===== src/rtl/axi4_lite_pkg.sv =====
// Shared AXI4-Lite definitions: response encodings and the write-slave state
// enum, imported by both the read and write slaves.
package axi4_lite_pkg;

   localparam logic [1:0] RESP_OKAY   = 2'b00;
   localparam logic [1:0] RESP_SLVERR = 2'b10;

   typedef enum logic [1:0] {
      ST_ACCEPT   = 2'd0,
      ST_REQUEST  = 2'd1,
      ST_RESPONSE = 2'd2
   } write_state_t;

endpackage : axi4_lite_pkg


===== src/rtl/axi4_lite_slave_write_dec.sv =====
// AXI4-Lite write slave: captures AW and W independently, issues one backend
// write request and returns the backend status on B. Optional backend timeout
// is enabled by defining AXI4_LITE_WRITE_TIMEOUT_EN.
module axi4_lite_slave_write_dec
   import axi4_lite_pkg::*;
#(
   parameter int addr_width     = 7,
   parameter int data_width     = 32,
   parameter int timeout_cycles = 1024
) (
   input  logic                      clk,
   input  logic                      rst,
   // register-file backend
   output logic                      write_req,
   output logic [addr_width-1:0]     write_addr,
   output logic [data_width-1:0]     write_data,
   output logic [data_width/8-1:0]   write_strb,
   input  logic                      write_ready,
   input  logic                      write_response,
   // AXI write address channel
   input  logic [addr_width-1:0]     s_axi_awaddr,
   input  logic [2:0]                s_axi_awprot,
   input  logic                      s_axi_awvalid,
   output logic                      s_axi_awready,
   // AXI write data channel
   input  logic [data_width-1:0]     s_axi_wdata,
   input  logic [data_width/8-1:0]   s_axi_wstrb,
   input  logic                      s_axi_wvalid,
   output logic                      s_axi_wready,
   // AXI write response channel
   output logic [1:0]                s_axi_bresp,
   output logic                      s_axi_bvalid,
   input  logic                      s_axi_bready
);

   localparam int STRB_W = data_width / 8;

   if ((data_width % 8) != 0 || data_width < 8) begin : g_bad_data_width
      $error("data_width must be a positive multiple of 8");
   end
   if (timeout_cycles < 1) begin : g_bad_timeout
      $error("timeout_cycles must be at least 1");
   end

   write_state_t              r_state,        w_state_nxt;
   logic                      r_awready,      w_awready_nxt;
   logic                      r_wready,       w_wready_nxt;
   logic                      r_aw_done,      w_aw_done_nxt;
   logic                      r_w_done,       w_w_done_nxt;
   logic                      r_write_req,    w_write_req_nxt;
   logic [addr_width-1:0]     r_write_addr,   w_write_addr_nxt;
   logic [data_width-1:0]     r_write_data,   w_write_data_nxt;
   logic [STRB_W-1:0]         r_write_strb,   w_write_strb_nxt;
   logic                      r_bvalid,       w_bvalid_nxt;
   logic [1:0]                r_bresp,        w_bresp_nxt;

   logic                      w_aw_hs;
   logic                      w_w_hs;
   logic                      w_aw_have;
   logic                      w_w_have;
   logic [STRB_W-1:0]         w_strb_now;
   logic                      w_unused_awprot;

   // Protection bits carry no meaning for this register space.
   assign w_unused_awprot = ^s_axi_awprot;

`ifdef AXI4_LITE_WRITE_TIMEOUT_EN
   localparam int CNT_W = $clog2(timeout_cycles + 1);
   localparam logic [CNT_W-1:0] CNT_LAST = CNT_W'(timeout_cycles - 1);

   logic [CNT_W-1:0]          r_timeout_cnt,  w_timeout_cnt_nxt;
`endif

   // Ready outputs are only ever high in ST_ACCEPT, so these are the handshakes.
   assign w_aw_hs    = r_awready & s_axi_awvalid;
   assign w_w_hs     = r_wready  & s_axi_wvalid;
   assign w_aw_have  = r_aw_done | w_aw_hs;
   assign w_w_have   = r_w_done  | w_w_hs;
   assign w_strb_now = w_w_hs ? s_axi_wstrb : r_write_strb;

   // NOTE: every next-value is given a default before the case statement so no
   // path leaves a combinational output unassigned and infers a latch.
   always_comb begin
      w_state_nxt      = r_state;
      w_awready_nxt    = r_awready;
      w_wready_nxt     = r_wready;
      w_aw_done_nxt    = r_aw_done;
      w_w_done_nxt     = r_w_done;
      w_write_req_nxt  = r_write_req;
      w_write_addr_nxt = r_write_addr;
      w_write_data_nxt = r_write_data;
      w_write_strb_nxt = r_write_strb;
      w_bvalid_nxt     = r_bvalid;
      w_bresp_nxt      = r_bresp;
`ifdef AXI4_LITE_WRITE_TIMEOUT_EN
      w_timeout_cnt_nxt = '0;
`endif

      case (r_state)
         ST_ACCEPT: begin
            if (w_aw_hs) begin
               w_write_addr_nxt = s_axi_awaddr;
               w_aw_done_nxt    = 1'b1;
               w_awready_nxt    = 1'b0;
            end else begin
               w_awready_nxt    = ~r_aw_done;
            end
            if (w_w_hs) begin
               w_write_data_nxt = s_axi_wdata;
               w_write_strb_nxt = s_axi_wstrb;
               w_w_done_nxt     = 1'b1;
               w_wready_nxt     = 1'b0;
            end else begin
               w_wready_nxt     = ~r_w_done;
            end
            if (w_aw_have && w_w_have) begin
               w_aw_done_nxt = 1'b0;
               w_w_done_nxt  = 1'b0;
               w_awready_nxt = 1'b0;
               w_wready_nxt  = 1'b0;
               // An all-zero strobe writes nothing, so the backend is not bothered.
               if (w_strb_now == '0) begin
                  w_state_nxt     = ST_RESPONSE;
                  w_bresp_nxt     = RESP_OKAY;
               end else begin
                  w_state_nxt     = ST_REQUEST;
                  w_write_req_nxt = 1'b1;
               end
            end
         end

         ST_REQUEST: begin
            if (write_ready) begin
               w_write_req_nxt = 1'b0;
               w_bvalid_nxt    = 1'b1;
               w_bresp_nxt     = {~write_response, 1'b0};
               w_state_nxt     = ST_RESPONSE;
`ifdef AXI4_LITE_WRITE_TIMEOUT_EN
            end else if (r_timeout_cnt == CNT_LAST) begin
               w_write_req_nxt = 1'b0;
               w_bvalid_nxt    = 1'b1;
               w_bresp_nxt     = RESP_SLVERR;
               w_state_nxt     = ST_RESPONSE;
            end else begin
               w_timeout_cnt_nxt = r_timeout_cnt + 1'b1;
`endif
            end
         end

         ST_RESPONSE: begin
            // Bypassed writes arrive with bvalid low and raise it one cycle later.
            if (!r_bvalid) begin
               w_bvalid_nxt = 1'b1;
            end else if (s_axi_bready) begin
               w_bvalid_nxt  = 1'b0;
               w_awready_nxt = 1'b1;
               w_wready_nxt  = 1'b1;
               w_state_nxt   = ST_ACCEPT;
            end
         end

         default: begin
            w_state_nxt = ST_ACCEPT;
         end
      endcase
   end

   // NOTE: state registers use non-blocking assignments so every register
   // samples the pre-edge values regardless of statement order.
   always_ff @(posedge clk) begin
      if (rst) begin
         r_state       <= ST_ACCEPT;
         r_awready     <= 1'b0;
         r_wready      <= 1'b0;
         r_aw_done     <= 1'b0;
         r_w_done      <= 1'b0;
         r_write_req   <= 1'b0;
         r_write_addr  <= '0;
         r_write_data  <= '0;
         r_write_strb  <= '0;
         r_bvalid      <= 1'b0;
         r_bresp       <= RESP_OKAY;
`ifdef AXI4_LITE_WRITE_TIMEOUT_EN
         r_timeout_cnt <= '0;
`endif
      end else begin
         r_state       <= w_state_nxt;
         r_awready     <= w_awready_nxt;
         r_wready      <= w_wready_nxt;
         r_aw_done     <= w_aw_done_nxt;
         r_w_done      <= w_w_done_nxt;
         r_write_req   <= w_write_req_nxt;
         r_write_addr  <= w_write_addr_nxt;
         r_write_data  <= w_write_data_nxt;
         r_write_strb  <= w_write_strb_nxt;
         r_bvalid      <= w_bvalid_nxt;
         r_bresp       <= w_bresp_nxt;
`ifdef AXI4_LITE_WRITE_TIMEOUT_EN
         r_timeout_cnt <= w_timeout_cnt_nxt;
`endif
      end
   end

   assign write_req     = r_write_req;
   assign write_addr    = r_write_addr;
   assign write_data    = r_write_data;
   assign write_strb    = r_write_strb;
   assign s_axi_awready = r_awready;
   assign s_axi_wready  = r_wready;
   assign s_axi_bvalid  = r_bvalid;
   assign s_axi_bresp   = r_bresp;

endmodule : axi4_lite_slave_write_dec


===== config.mk =====
export PLATFORM = sky130hd
export DESIGN_NAME = axi4_lite_slave_write_dec
export DESIGN_NICKNAME = d
export VERILOG_FILES = /design/src/rtl/axi4_lite_pkg.sv /design/src/rtl/axi4_lite_slave_write_dec.sv
export SDC_FILE = /design/constraint.sdc
export NUM_CORES = 1
export LEC_CHECK = 0
export CAP_MARGIN = 20
export CORE_MARGIN = 8
export CORE_UTILIZATION = 35
export CTS_CLUSTER_DIAMETER = 50
export CTS_CLUSTER_SIZE = 8
export DETAILED_ROUTE_END_ITERATION = 7
export HOLD_SLACK_MARGIN = 0.12
export PLACE_DENSITY = 0.79
export SLEW_MARGIN = 25
export SYNTH_ARGS = -nofsm -noshare
export SYNTH_HDL_FRONTEND = slang
export SYNTH_SLANG_ARGS = --single-unit

===== constraint.sdc =====
create_clock -name clk -period 1.15 [get_ports clk]
set_input_delay 0.115 -clock clk [delete_from_list [all_inputs] [get_ports clk]]
set_output_delay 0.115 -clock clk [all_outputs]
set_load 0.05 [all_outputs]

**Met3 routing**

The bar under the picture is 20 µm long.
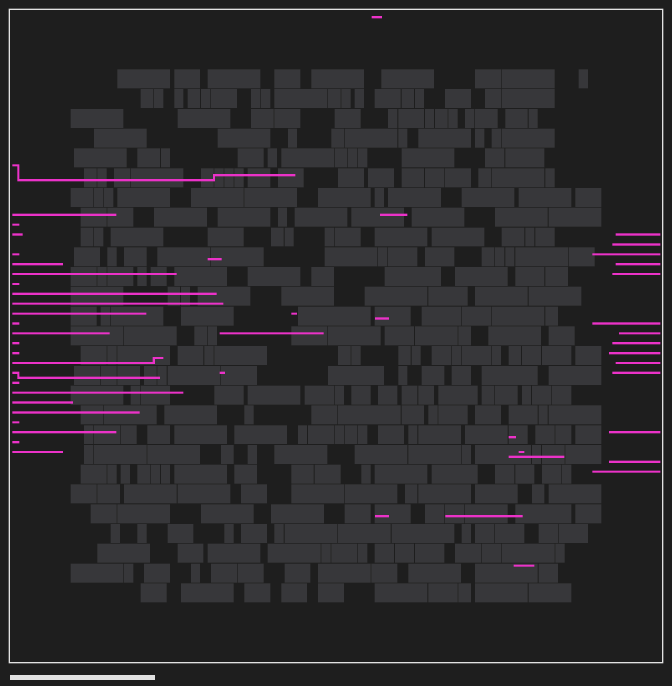
longest straight run	28.8 µm
share of all routed wire	6.2%
wire length on this layer	431 µm
main direction	horizontal
nets with wire on the layer	44

**Congestion heat map**

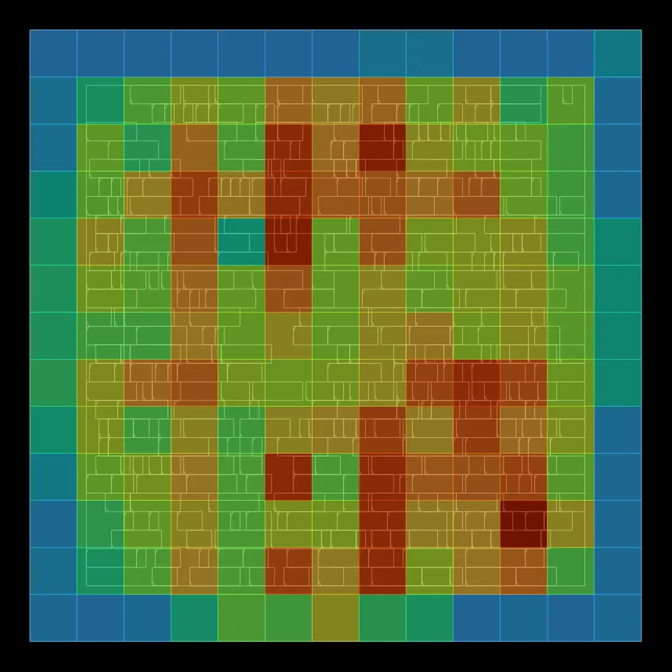
met1 Resource Use GR: 0.164
busiest layer in global routing: met2

**Routed clock nets over the placement**

The bar under the picture is 20 µm long.
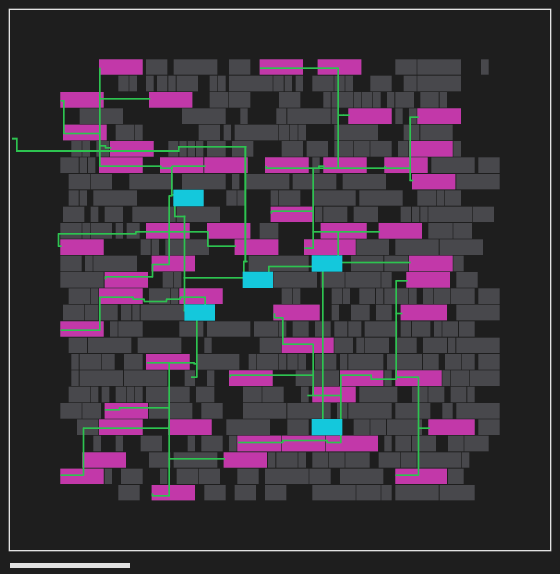
[clock wires] green | length: 633 µm
[clock-net drivers] cyan | count: 5
[flip-flops] magenta | count: 52
routed clock nets	6

==> Slide: Implementation Results <==
Synthesis and Place & Route Summary

STA
  • PnR worst setup slack: -176 ps
  • Fin. Hold Viols: 0
  • Final setup violation count: 49
  • Final TNS setup: -4350 ps
  • RSZ-0062 raised after global routing: true
  • Fin crit share: 1.15
  • Pins over their slew limit: 0
  • Layout Skew: roughly 4.3 ps

Finish
  • Net count, final: around 410
  • Core Util, Final: 0.754

Outcome
  • Status: complete, but fails checks
  • Failing checks: negative setup slack

Setup path
  • Req. time, crit path: between 1000 and 1500 ps
  • Max incr delay on CP: 350 ps
  • Worst-path maximum fanout: 6
  • CP Capture Type: flop
  • Worst Path Buf+Inv: 1

Clock tree
  • CTS Buf Count: 5
  • Total clock sinks: between 50 and 60
  • Clock root buffer: clkbuf_8

Synth
  • Ys flop type: dfxtp_1
  • Distinct cells, synth: 25
  • Top cells, area: dfxtp_1, nand2_1, a21oi_1
  • Mux area share: 0.0447
  • Count leader, synth: nand2_1
  • Area leader, netlist: dfxtp_1
  • Post-synthesis cell count: approximately 230
  • Ys Warns: 0
  • Yosys chip area: between 1500 and 2000 µm²
  • Most frequent cells after synthesis: nand2_1, dfxtp_1, a21oi_1, nor2_1, clkbuf_1
  • Floorplan Nets: 284

Placed design
  • DP HPWL: 4670 µm
  • DP Area: about 3600 µm²

Worst hold path
  • Hold Path Class: in2reg

Global route
  • Vias in the first global route: 2,177
  • Pin count of the biggest net entering global routing: 31
  • First-pass GRT wire length: 11,000 µm
  • Total Routing Usage GR: 0.168

Floorplan
  • Die area: just over 8000 µm²
  • Height of the chip: ~90 µm
  • Area of the core: between 5000 and 6000 µm²

Power
  • Part of the power in the clock network: 0.196
  • Internal: approximately 0.0034 W
  • Switching power: about 0.0017 W
  • Max VDD drop: approximately 0.76 mV

Drt
  • Wire length per cell: 16.2 µm
  • Post-route ant nets: 0

Run
  • Log Warnings: 32
cell families after synthesis:
| group | count (synthesis) |
|---|---|
| AOI/OAI and AO/OA | 48 |
| other | 1 |
| DFF | 52 |
| buffers and inverters | 17 |
| muxes | 8 |
| and+or+nand+nor | 105 |
repair_timing:
item                                    in CTS  in global routing
pin swaps                                    4                 17
gates cloned                                 4                  0
buffers inserted                             7                  5
endpoints found under the setup margin      49                 53
resized                                     33                 37
sequential cells by signal, indices dropped and copies added (netlist names), 2 cells and up:
name / cells
write_addr: 7
write_strb: 4
r_state: 2
write_data: 32
metal layers:
layer,part of all wire,GRT usage
met5,0,0
met4,0.017,0.0522
met3,0.062,0.0532
met2,0.55,0.325
met1,0.37,0.164
worst paths after layout:
check	end	cells after the start	slack [ps]	startpoint
worst max-delay path	s_axi_bresp[1]	4	-180	r_state[1]
worst min-delay path	r_state[0]	2	210	rst
worst max register to register	s_axi_bresp[1]	4	-180	r_state[1]
worst min register to register	write_data[1]	2	500	write_data[1]
final cells by class:
cell class | count | area (µm²)
timing repair buffer | 132 | 1830
multi-input combinational | 162 | 985
tap | 72 | 90.1
clock inverter | 1 | 5.00
sequential | 52 | 1060
clock buffer | 7 | 76.3
fill | 352 | 1320
inverter | 1 | 3.75
metrics by stage:
stage	setup slack, ps	hold slack [ps]
floorplan	-212	241
global placement	-431	446
detailed placement	-453	466
CTS	-138	203
global route	-198	218
finish	-176	211
power groups by stage:
stage                     clock network [W]  registers [W]  logic [W]
after global routing                0.00111        0.00211    0.00213
after floorplan                           0        0.00251   0.000398
after global placement                    0        0.00211    0.00170
final                               0.00100        0.00209    0.00203
after detailed placement                  0        0.00212    0.00173
after CTS                           0.00105        0.00208    0.00191
Power and IR drop assume default switching activity.
